Fig. 1: run 1, power grid
The bar under the picture is 20 µm long. Pins as bars on the die edge.
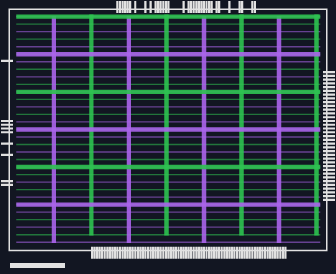
Fig. 2: run 1, cell classes on the final placement
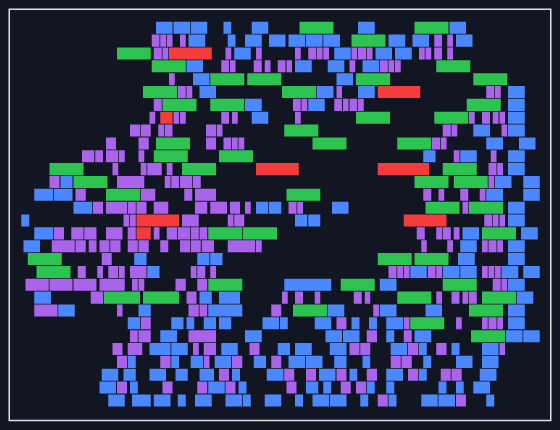
Fig. 3: run 1, routed clock nets over the placement
The bar under the picture is 20 µm long.
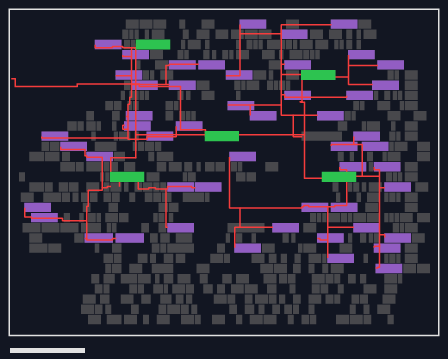
===== config.mk =====
export PLATFORM = sky130hd
export DESIGN_NAME = ram_load_dump_ctrl
export DESIGN_NICKNAME = d
export VERILOG_FILES = /design/src/rtl/ram_ctrl_pkg.sv /design/src/rtl/rise_detect.sv /design/src/rtl/ram_load_dump_ctrl.sv
export SDC_FILE = /design/constraint.sdc
export NUM_CORES = 1
export LEC_CHECK = 0
export CELL_PAD_IN_SITES_DETAIL_PLACEMENT = 0
export CELL_PAD_IN_SITES_GLOBAL_PLACEMENT = 1
export CORE_ASPECT_RATIO = 0.75
export CORE_MARGIN = 2
export CORE_UTILIZATION = 27
export DETAILED_ROUTE_END_ITERATION = 8
export GPL_ROUTABILITY_DRIVEN = 0
export PLACE_DENSITY = 0.88
export SKIP_LAST_GASP = 1
export SLEW_MARGIN = 20
export SYNTH_ARGS = -nofsm -noshare
export SYNTH_HDL_FRONTEND = slang
export SYNTH_HIERARCHICAL = 1
export SYNTH_SLANG_ARGS = --single-unit

===== constraint.sdc =====
create_clock -name i_clk -period 2.4 [get_ports i_clk]
set_input_delay 0.6 -clock i_clk [delete_from_list [all_inputs] [get_ports i_clk]]
set_output_delay 0.6 -clock i_clk [all_outputs]
set_load 0.02 [all_outputs]

===== src/rtl/ram_ctrl_pkg.sv =====
// Shared types and default sizing for the RAM load/dump controller.
package ram_ctrl_pkg;

  localparam int unsigned DEF_WORDS  = 128;
  localparam int unsigned DEF_ADDR_W = 7;
  localparam int unsigned DEF_DATA_W = 32;

  // Controller states; IDLE is the only state in which the CPU runs.
  typedef enum logic [2:0] {
    ST_IDLE = 3'd0,
    ST_LOAD = 3'd1,
    ST_RD   = 3'd2,
    ST_CAP  = 3'd3,
    ST_EMIT = 3'd4,
    ST_DONE = 3'd5
  } state_t;

endpackage


===== src/rtl/rise_detect.sv =====
// 1-bit registered rising-edge detector with synchronous reset.
module rise_detect (
  input  logic i_clk,
  input  logic i_reset,
  input  logic i_d,
  output logic o_rise
);

  logic r_prev;

  // Previous-cycle copy of the input, updated every cycle.
  always_ff @(posedge i_clk) begin
    if (i_reset) begin
      r_prev <= 1'b0;
    end else begin
      r_prev <= i_d;
    end
  end

  assign o_rise = i_d & ~r_prev;

endmodule


===== src/rtl/ram_load_dump_ctrl.sv =====
// Loads a program image into the datapath RAM on a precharge edge and streams
// the RAM contents back out on a finish edge, holding the CPU while busy.
module ram_load_dump_ctrl
  import ram_ctrl_pkg::*;
#(
  parameter int unsigned WORDS  = DEF_WORDS,
  parameter int unsigned ADDR_W = DEF_ADDR_W,
  parameter int unsigned DATA_W = DEF_DATA_W
) (
  input  logic              i_clk,
  input  logic              i_reset,
  input  logic              i_precharge,
  input  logic              i_finish,
  input  logic [DATA_W-1:0] i_load_data,
  input  logic              i_load_valid,
  output logic              o_load_ready,
  output logic [ADDR_W-1:0] o_mem_addr,
  output logic [DATA_W-1:0] o_mem_wdata,
  output logic              o_mem_we,
  output logic              o_mem_re,
  input  logic [DATA_W-1:0] i_mem_rdata,
  output logic [DATA_W-1:0] o_dump_data,
  output logic [ADDR_W-1:0] o_dump_addr,
  output logic              o_dump_valid,
  input  logic              i_dump_ready,
  output logic              o_cpu_hold,
  output logic              o_done
);

  localparam logic [ADDR_W-1:0] LAST = ADDR_W'(WORDS - 1);

  state_t            r_state, w_state_nxt;
  logic [ADDR_W-1:0] r_cnt, w_cnt_nxt;
  logic [DATA_W-1:0] r_dump_data;
  logic [ADDR_W-1:0] r_dump_addr;

  logic w_start_load, w_start_dump;
  logic w_accept, w_cnt_last;

  rise_detect u_pc_rise (
    .i_clk   (i_clk),
    .i_reset (i_reset),
    .i_d     (i_precharge),
    .o_rise  (w_start_load)
  );

  rise_detect u_fin_rise (
    .i_clk   (i_clk),
    .i_reset (i_reset),
    .i_d     (i_finish),
    .o_rise  (w_start_dump)
  );

  assign w_accept   = (r_state == ST_LOAD) & i_load_valid;
  assign w_cnt_last = (r_cnt == LAST);

  // Next-state and counter logic; load wins over a simultaneous dump edge.
  always_comb begin
    w_state_nxt = r_state;
    w_cnt_nxt   = r_cnt;
    case (r_state)
      ST_IDLE: begin
        if (w_start_load) begin
          w_state_nxt = ST_LOAD;
          w_cnt_nxt   = '0;
        end else if (w_start_dump) begin
          w_state_nxt = ST_RD;
          w_cnt_nxt   = '0;
        end
      end
      ST_LOAD: begin
        if (w_accept) begin
          if (w_cnt_last) begin
            w_state_nxt = ST_DONE;
          end else begin
            w_cnt_nxt = r_cnt + 1'b1;
          end
        end
      end
      ST_RD:   w_state_nxt = ST_CAP;
      ST_CAP:  w_state_nxt = ST_EMIT;
      ST_EMIT: begin
        if (i_dump_ready) begin
          if (w_cnt_last) begin
            w_state_nxt = ST_DONE;
          end else begin
            w_cnt_nxt   = r_cnt + 1'b1;
            w_state_nxt = ST_RD;
          end
        end
      end
      ST_DONE: begin
        w_cnt_nxt   = '0;
        w_state_nxt = ST_IDLE;
      end
      default: begin
        w_cnt_nxt   = '0;
        w_state_nxt = ST_IDLE;
      end
    endcase
  end

  // Combinational outputs; everything idles at zero outside its active state.
  always_comb begin
    o_load_ready = (r_state == ST_LOAD);
    o_mem_we     = w_accept;
    o_mem_wdata  = w_accept ? i_load_data : '0;
    o_mem_re     = (r_state == ST_RD);
    o_mem_addr   = (w_accept || (r_state == ST_RD)) ? r_cnt : '0;
    o_dump_valid = (r_state == ST_EMIT);
    o_dump_data  = r_dump_data;
    o_dump_addr  = r_dump_addr;
    o_cpu_hold   = (r_state != ST_IDLE);
    o_done       = (r_state == ST_DONE);
  end

  // State, counter and dump-word registers; RAM data is captured in CAP.
  always_ff @(posedge i_clk) begin
    if (i_reset) begin
      r_state     <= ST_IDLE;
      r_cnt       <= '0;
      r_dump_data <= '0;
      r_dump_addr <= '0;
    end else begin
      r_state <= w_state_nxt;
      r_cnt   <= w_cnt_nxt;
      if (r_state == ST_CAP) begin
        r_dump_data <= i_mem_rdata;
        r_dump_addr <= r_cnt;
      end
    end
  end

endmodule


==> flow_summary_export.csv, run 1 <==
group,metric,value,unit
layout,drive_above_1_share,0.180,
synth,ys_area,2460,µm²
pwr,p_int,1.68,mW
grt,global_route.overflow_total,0,
outcome,status,"completed",
grt,grt_pass1_vias,2302,
cts,path_clk_slew,0.07,ns
detailed_routing,vias,2620,
layout,design_area,4210,µm²
synth,ys_warn_count,6,
run,log.warning_count,26,
synth,compound_area_frac,0.169,
pwr,pwr-share-comb,0.251,
floorplanning,chipArea,9910,µm²
place,place_area,4140,µm²
timing,fmax,432,MHz
detailed_routing,antenna_left,0,
pwr,p_switching,647,µW
synth,mux_share,0.00406,
setup_path,startpoint_type,"flip-flop",
detailed_routing,vias_per_cell,4.49,
synth,netlist.area_leader.share,0.414,
cts,htree_levels,2,
synth,ff_type,"dfxtp_1",
detailed_routing,drc,0,
floorplanning,ios,154,
synth,synth.logic.top_family,"simple AND/OR/NAND/NOR gates",
timing,period_minus_slack,2.31,ns
cts,cts_root_buffer,"clkbuf_16",
place,dp.cells,573,
synth,ys_seq_elements,51,
timing,rsz0062_at_grt,"no",
layout,postLayoutCoreUtil,0.469,
synth,topCellsByArea,"dfxtp_1 (41%), nand2_1 (13%), and2_1 (11%)",
setup_path,crit_required,1.80,ns
detailed_routing,drt_iter0_drc,143,
timing,final_max_slew_viol_count,0,
timing,tightest_slew,0.611,ns
place,io_buffers,153,
synth,syn-cell-area,2460,µm²
synth,ys_seq_share,0.414,
synth,synth-xor-area-share,0,
setup_path,critPathArrivalTime,1.71,ns
synth,ys_sh_adder,0.00508,
setup_path,crit_fanout,17,
layout,final_nets,542,
floorplanning,rows,30,
synth,yosysTopAreaCell,"dfxtp_1",
pwr,seqPwrFrac,0.389,
synth,syn_avg_cell_area,7.85,µm²
Notes on Fig. 1 above:
- green: VDD
- purple: VSS
- met1 rails: 31
- met5 straps: 6
- rows: 30
die width: 114 µm
peak supply drop: 0.000246 V
core area: 8970 µm²

Notes on Fig. 2 above:
- purple: remaining logic cells (cells 241)
- red: clock drivers and dummy loads (cells 8)
- green: registers (cells 51)
- blue: remaining buffers and delay cells (cells 172)

Notes on Fig. 3 above:
- purple: flip-flops (count 51)
- red: clock wires (length 735 µm)
- green: clock-net drivers (count 5)
- routed clock nets: 6
Clock group: 835 µW
Final Skew: 0.00530 ns
clock network power share: 0.360
clk ins delay skew pair: 0.29 ns

## run 1: worst max-delay path, stage by stage, from the launching register on
cell and delay [ns]:
dfxtp_1 0.31, buf_4 0.18, or3_1 0.37, clkdlybuf4s50_1 0.55
## run 1: cell type report
cell class	instances	area, µm²
clock buffer	5	125
clock inverter	3	46.3
fill	905	4760
inverter	3	11.3
multi-input combinational	238	1310
sequential	51	1020
tap	112	140
timing repair buffer	172	1550
## run 1: metal layers
layer  track usage  vias up  routed length, µm
li1              -     1349                  -
met1         0.211     1195               3690
met2         0.234       68               3630
met3        0.0385        8                404
met4        0.0344        0                 62
met5             0        -                  0
## run 1: layout by cell type (no fill, tap or decap), types with 3 or more instances in the layout
cell             synthesis  routed
nand2_1                 83      83
and2_1                  42      42
buf_2                    4      30
nand2b_1                 4       4
nor2b_4                  5       5
nor2_1                  12      12
dfxtp_1                 51      49
a21oi_1                 45      45
clkbuf_16                0       5
o21ai_0                  4       4
buf_4                    2      23
o21a_1                   4       4
clkdlybuf4s15_2          0       5
nand4_1                  3       3
clkdlybuf4s50_1          0     109
a31oi_1                  4       4
## run 1: cell usage after synthesis (all sizes together), types with 4 or more instances
cell	instances
buf	10
a31oi	4
dfxtp	51
o21ai	4
nor2b	7
nor2	12
nand2b	4
o21a	4
clkbuf	12
and2	42
nand2	83
a21oi	45
## run 1: sequential cells by signal, summed over array words and instances (netlist names)
signal             flops
r_state                3
u_fin_rise/r_prev      1
o_dump_data           32
o_dump_addr            7
u_pc_rise/r_prev       1
r_cnt                  7
## run 1: power groups by stage
stage	clock network [mW]	logic, mW	registers, mW
2_1_floorplan	0	0.285	0.936
4_1_cts	0.864	0.586	0.903
5_1_grt	0.900	0.626	0.909
3_5_place_dp	0	0.589	0.921
3_3_place_gp	0	0.583	0.920
6_report	0.835	0.584	0.904
## run 1: through the flow
stage          worst slack, ns  total power, mW
3_5_place_dp            -0.560             1.51
3_3_place_gp            -0.521             1.50
4_1_cts                0.00352             2.35
2_1_floorplan            0.270             1.22
6_report                0.0869             2.32
5_1_grt                 0.0405             2.43
## run 1: cells by family after synthesis
family / Yosys count
compound gates: 67
fa+ha+maj: 1
flops: 51
mux: 1
buf+inv: 25
simple gates: 169
## run 1: final timing paths
check | from | to | slack [ns] | cells past startpoint
setup reg to reg | r_cnt[0] | r_cnt[3] | 0.47 | 6
hold reg to reg | o_dump_data[22] | o_dump_data[22] | 0.46 | 2
setup / recovery | r_state[2] | o_cpu_hold | 0.09 | 3
hold / removal | o_dump_data[22] | o_dump_data[22] | 0.46 | 2
## run 1: what timing repair did
item	CTS	global route
setup buffers	2	0
pin swaps	1	0
hold buffers	0	0
gates cloned	1	0
resized	166	3
endpoints found under the setup margin	42	34
==> run 2, diff against run 1 <==
--- a/config.mk
+++ b/config.mk
@@ -5,10 +5,11 @@
 export SDC_FILE = /design/constraint.sdc
 export NUM_CORES = 1
 export LEC_CHECK = 0
+export CAP_MARGIN = 20
 export CELL_PAD_IN_SITES_DETAIL_PLACEMENT = 0
 export CELL_PAD_IN_SITES_GLOBAL_PLACEMENT = 1
 export CORE_ASPECT_RATIO = 0.75
-export CORE_MARGIN = 2
+export CORE_MARGIN = 3
 export CORE_UTILIZATION = 27
 export DETAILED_ROUTE_END_ITERATION = 8
 export GPL_ROUTABILITY_DRIVEN = 0
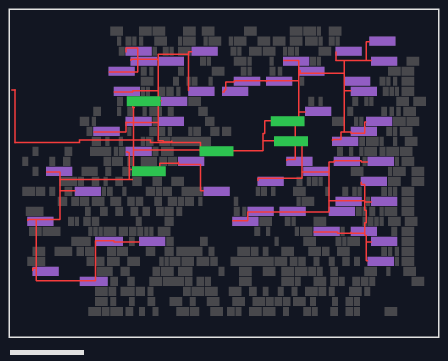
Fig. 4. Routed clock nets over the placement (run 2).
The bar under the picture is 20 µm long.
- green: clock-net drivers (count 5)
- red: clock wires (length 653 µm)
- purple: flip-flops (count 51)
- routed clock nets: 6

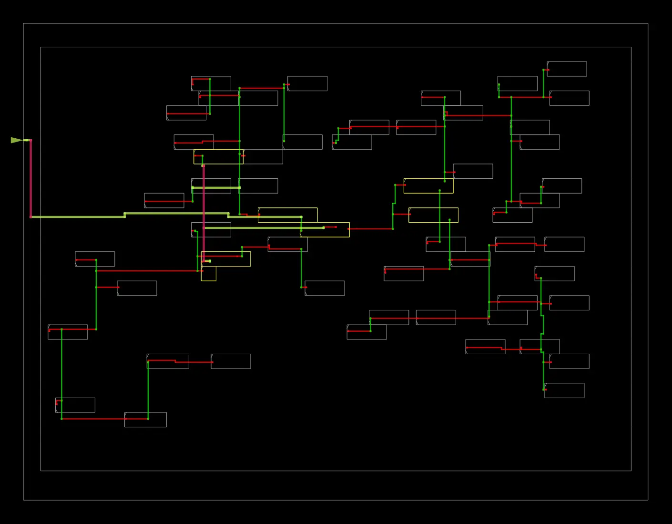
Fig. 5. Clock wiring as the flow saved it (run 2).
Final Skew: 0.00694 ns
Clock group: 789 µW
clock sink total: 51
total CTS buffers: 5
clk ins delay skew pair: 0.28 ns

==> run 2 against run 1 <==
Largest power group unchanged. Clock skew grew 0.0016 ns. Flip-flop count unchanged. Critical endpoint unchanged. Sequential share of layout area is 0.35 points higher. Fmax fell by 0.23%. Synthesized cell count stayed put. Final area fell by 1.4%. Via count down 0.31%.
==> flow_summary_export.csv, run 2 <==
group,metric,value,unit
setup_path,path_cells,"buf_4 > or3_1 > clkdlybuf4s50_1",
synth,yosysTopAreaCell,"dfxtp_1",
layout,largest_register_ff_count,32,
place,io_buffers,153,
layout,postLayoutCoreUtil,0.479,
cts,postCtsHoldBufs,0,
cts,htree_levels,2,
setup_path,crit_required,1.80,ns
synth,ff_type,"dfxtp_1",
setup_path,startpoint_type,"flip-flop",
synth,ys_seq_share,0.414,
setup_path,crit_fanout,9,
run,log.warning_count,26,
grt,grt_pass1_vias,2373,
timing,tightest_slew,0.599,ns
setup_path,slowest_delay,0.55,ns
layout,lay_top_count,"clkdlybuf4s50_1",
layout,final_cell_mix,"clkdlybuf4s50_1 (110), nand2_1 (83), dfxtp_1 (49)",
setup_path,cpLargestDelayFamily,"buffers and inverters",
timing,fmax,431,MHz
synth,yosysMostFrequentCell,"nand2_1",
setup_path,cpMaxStageDelayCell,"clkdlybuf4s50_1",
setup_path,critPathBufInv,2,
synth,syn-cell-area,2460,µm²
place,place_area,4120,µm²
outcome,status,"completed",
grt,global_route.overflow_total,0,
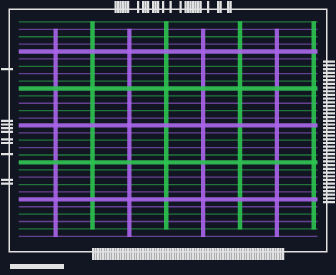
Fig. 6. Power grid (run 2).
The bar under the picture is 20 µm long. Pins as bars on the die edge.
- green: VDD
- purple: VSS
- met1 rails: 30
- met5 straps: 5
peak supply drop: 0.000277 V
die y size: 88.7 µm
die width: 116 µm

==> run 2: cell counts after synthesis <==
No cell type changed its count.
==> run 2: worst paths after layout <==
path,slack [ns],startpoint,end,cells past startpoint
max reg2reg,0.51,r_cnt[0],r_cnt[3],6
min reg2reg,0.45,o_dump_data[16],o_dump_data[16],2
min,0.45,o_dump_data[16],o_dump_data[16],2
max,0.08,r_state[0],o_cpu_hold,3
==> run 2: layout make-up <==
type | count | share of cell area
Inverter | 3 | 0.00271
Sequential cell | 51 | 0.247
Tap cell | 108 | 0.0326
Clock buffer | 5 | 0.0301
Timing Repair Buffer | 169 | 0.362
Clock inverter | 2 | 0.00904
Multi-Input combinational cell | 238 | 0.317
==> run 2: metal layers <==
| layer | global-route usage | share of wire |
|---|---|---|
| met1 | 0.215 | 0.47 |
| met5 | 0 | 0 |
| met3 | 0.0328 | 0.062 |
| met4 | 0.0190 | 0.0038 |
| met2 | 0.248 | 0.47 |
==> run 2: kinds of logic after synthesis <==
family                     Yosys count  share of synthesized area
AOI/OAI and AO/OA                   67                      0.169
muxes                                1                    0.00406
DFF                                 51                      0.414
and+or+nand+nor                    169                      0.352
buffers and inverters               25                     0.0554
adders and majority gates            1                    0.00508
==> run 2: worst reg2reg max path, stage by stage, from the launching register on <==
cell and delay, ns:
dfxtp_1 0.43, ha_1 0.28, nand4_1 0.15, nor2_1 0.45, nor2_1 0.17, o21a_1 0.21, o21ai_0 0.13
==> run 2: repair_timing <==
action,4_1_cts,5_1_grt
cloned,1,0
setup buffers,1,0
setup endpoints to repair,42,38
pin swaps,1,0
resized,168,2
==> run 2: metrics by stage <==
step                      std cells  setup WS, ns
after global placement          567        -0.518
final                           576        0.0816
after global routing            576        0.0261
after detailed placement        567        -0.545
after CTS                       576        0.0184
after floorplan                 314         0.270
==> run 2: power breakdown <==
| part | switching, mW | internal, mW |
|---|---|---|
| logic | 0.278 | 0.297 |
| clock network | 0.303 | 0.486 |
| registers | 0.0286 | 0.877 |
| total | 0.610 | 1.66 |
==> run 3, diff against run 2 <==
--- a/config.mk
+++ b/config.mk
@@ -13,6 +13,7 @@
 export CORE_UTILIZATION = 27
 export DETAILED_ROUTE_END_ITERATION = 8
 export GPL_ROUTABILITY_DRIVEN = 0
+export HOLD_SLACK_MARGIN = 0.08
 export PLACE_DENSITY = 0.88
 export SKIP_LAST_GASP = 1
 export SLEW_MARGIN = 20
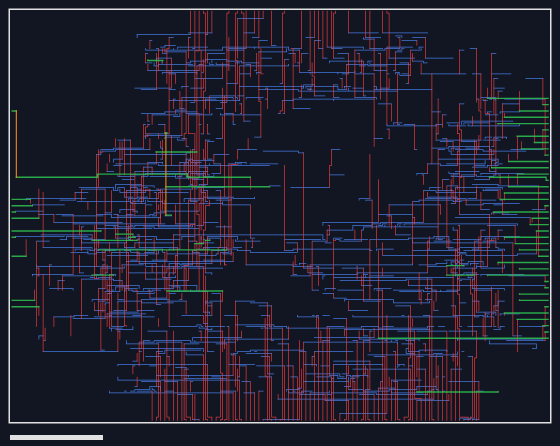
Fig. 7. Routed metal, one colour a layer (run 3).
The bar under the picture is 20 µm long.
- green: M3 (wire length 498 µm)
- red: M2 (wire length 3760 µm)
- blue: M1 (wire length 3780 µm)
- orange: M4 (wire length 32.0 µm)
vias post-DR: 2612
routed wire length: 8070 µm
gr usage total: 0.153

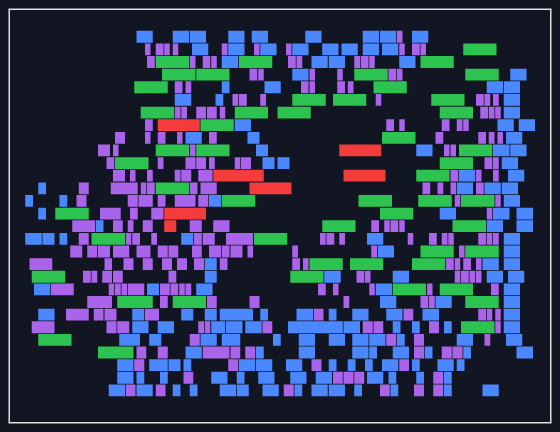
Fig. 8. Cell classes on the final placement (run 3).
- blue: remaining buffers and delay cells (cells 169)
- purple: remaining logic cells (cells 241)
- red: clock drivers and dummy loads (cells 7)
- green: registers (cells 51)
Rows: 29
core area: 8670 µm²
Final Core Density: 0.479
post-route cell area: 4150 µm²

==> run 3 against run 2 <==
Final area is the same. Critical path depth is the same. Utilization is the same. Global-route usage is the same. Die size is the same. Area after synthesis is the same. Via count is the same. Count of clock-buffer cells in the layout is the same. Critical endpoint unchanged. Worst hold slack is the same. Total power is the same.
==> flow_summary_export.csv, run 3 <==
group,metric,value,unit
setup_path,r2r-end,"r_cnt[3]",
place,io_buffers,153,
detailed_routing,drt_iter0_drc,152,
cts,clockBufferDepth,2,
synth,ys_seq_share,0.414,
setup_path,worstSetupStartpoint,"r_state[0]",
cts,clk_latency,0.28,ns
synth,edf_count,0,
floorplanning,die_x,116,µm
place,place_area,4120,µm²
outcome,status,"completed",
layout,largest_register_ff_count,32,
synth,yosysTopAreaCell,"dfxtp_1",
grt,antenna_found_initial,0,
pwr,p_leak,1.62,nW
setup_path,startpoint_type,"flip-flop",
cts,clock-sinks,51,
synth,yosysMostFrequentCell,"nand2_1",
cts,htree_levels,2,
setup_path,r2r-start,"r_cnt[0]",
setup_path,crit_fanout,9,
cts,path_clk_slew,0.07,ns
pwr,ir_drop,0.000277,V
timing,tightest_slew,0.599,ns
layout,final_cell_mix,"clkdlybuf4s50_1 (110), nand2_1 (83), dfxtp_1 (49)",
timing,clock-skew-final,0.00694,ns
pwr,p_per_area,547,nW/µm²
floorplanning,die_h,88.7,µm
grt,grt_pass1_vias,2373,
synth,ff_type,"dfxtp_1",
setup_path,critPathArrivalTime,1.72,ns
grt,global_route.overflow_total,0,
setup_path,ff2ff_path_depth,6,
setup_path,r2r_setup_slack,0.51,ns
timing,fmax,431,MHz
run,log.warning_count,26,
floorplanning,ios,154,
synth,syn-cell-area,2460,µm²
setup_path,crit_required,1.80,ns
setup_path,crit_end,"o_cpu_hold",
hold_path,whs_path_depth,2,
cts,cts_buffers,5,
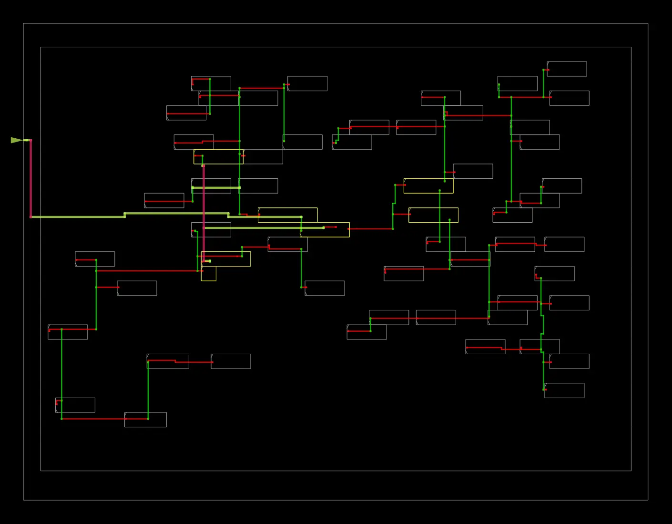
Fig. 9. Clock wiring as the flow saved it (run 3).
number of clock buffers in the layout: 5
registers: 51

[run 3: metrics by stage]
stage	power (mW)	utilization	instances	setup WS (ns)	hold slack, ns
after global placement	1.50	0.475	567	-0.518	0.442
after CTS	2.30	0.478	576	0.0184	0.457
after global routing	2.39	0.479	576	0.0261	0.472
after detailed placement	1.51	0.475	567	-0.545	0.447
after floorplan	1.22	-	314	0.270	0.462
final	2.27	0.479	576	0.0816	0.454
[run 3: per-layer routing]
metal | vias up | routed length [µm] | global-route usage
met2 | 81 | 3760 | 0.248
met3 | 5 | 497 | 0.0328
met1 | 1180 | 3780 | 0.215
met5 | - | 0 | 0
met4 | 0 | 31 | 0.0190
li1 | 1346 | - | -
[run 3: layout make-up]
cell class / count / area, µm² / share of cell area
clock buffer: 5 / 125 / 0.0301
clock inverter: 2 / 37.5 / 0.00904
multi-input combinational: 238 / 1320 / 0.317
inverter: 3 / 11.3 / 0.00271
sequential: 51 / 1020 / 0.247
timing repair buffer: 169 / 1500 / 0.362
tap: 108 / 135 / 0.0326
[run 3: what timing repair did]
item	in CTS	in global routing
endpoints found under the setup margin	42	38
setup buffers	1	0
gates cloned	1	0
pin swaps	1	0
resized	168	2
[run 3: where the power goes]
part / internal, mW / switching, mW
Sequential: 0.877 / 0.0286
Clock: 0.486 / 0.303
Combinational: 0.297 / 0.278
[run 3: cells by family after synthesis]
group | Yosys count | share of synthesized area
buffers and inverters | 25 | 0.0554
AOI/OAI and AO/OA | 67 | 0.169
and+or+nand+nor | 169 | 0.352
muxes | 1 | 0.00406
adders and majority gates | 1 | 0.00508
DFF | 51 | 0.414
[run 3: worst max-delay path, cell delays in order, from the launching register on]
cell             delay [ns]
dfxtp_2                0.37
buf_4                  0.17
or3_1                  0.34
clkdlybuf4s50_1        0.55
[run 3: worst min-delay path by stage]
stage	to	from
global route	o_dump_data[22]	o_dump_data[22]
CTS	o_dump_addr[4]	o_dump_addr[4]
finish	o_dump_data[16]	o_dump_data[16]
floorplan	o_dump_addr[6]	r_cnt[6]
detailed placement	o_dump_addr[0]	o_dump_addr[0]
global placement	o_dump_data[3]	o_dump_data[3]
Power figures rest on the tool's default switching activity, not on a simulated workload.
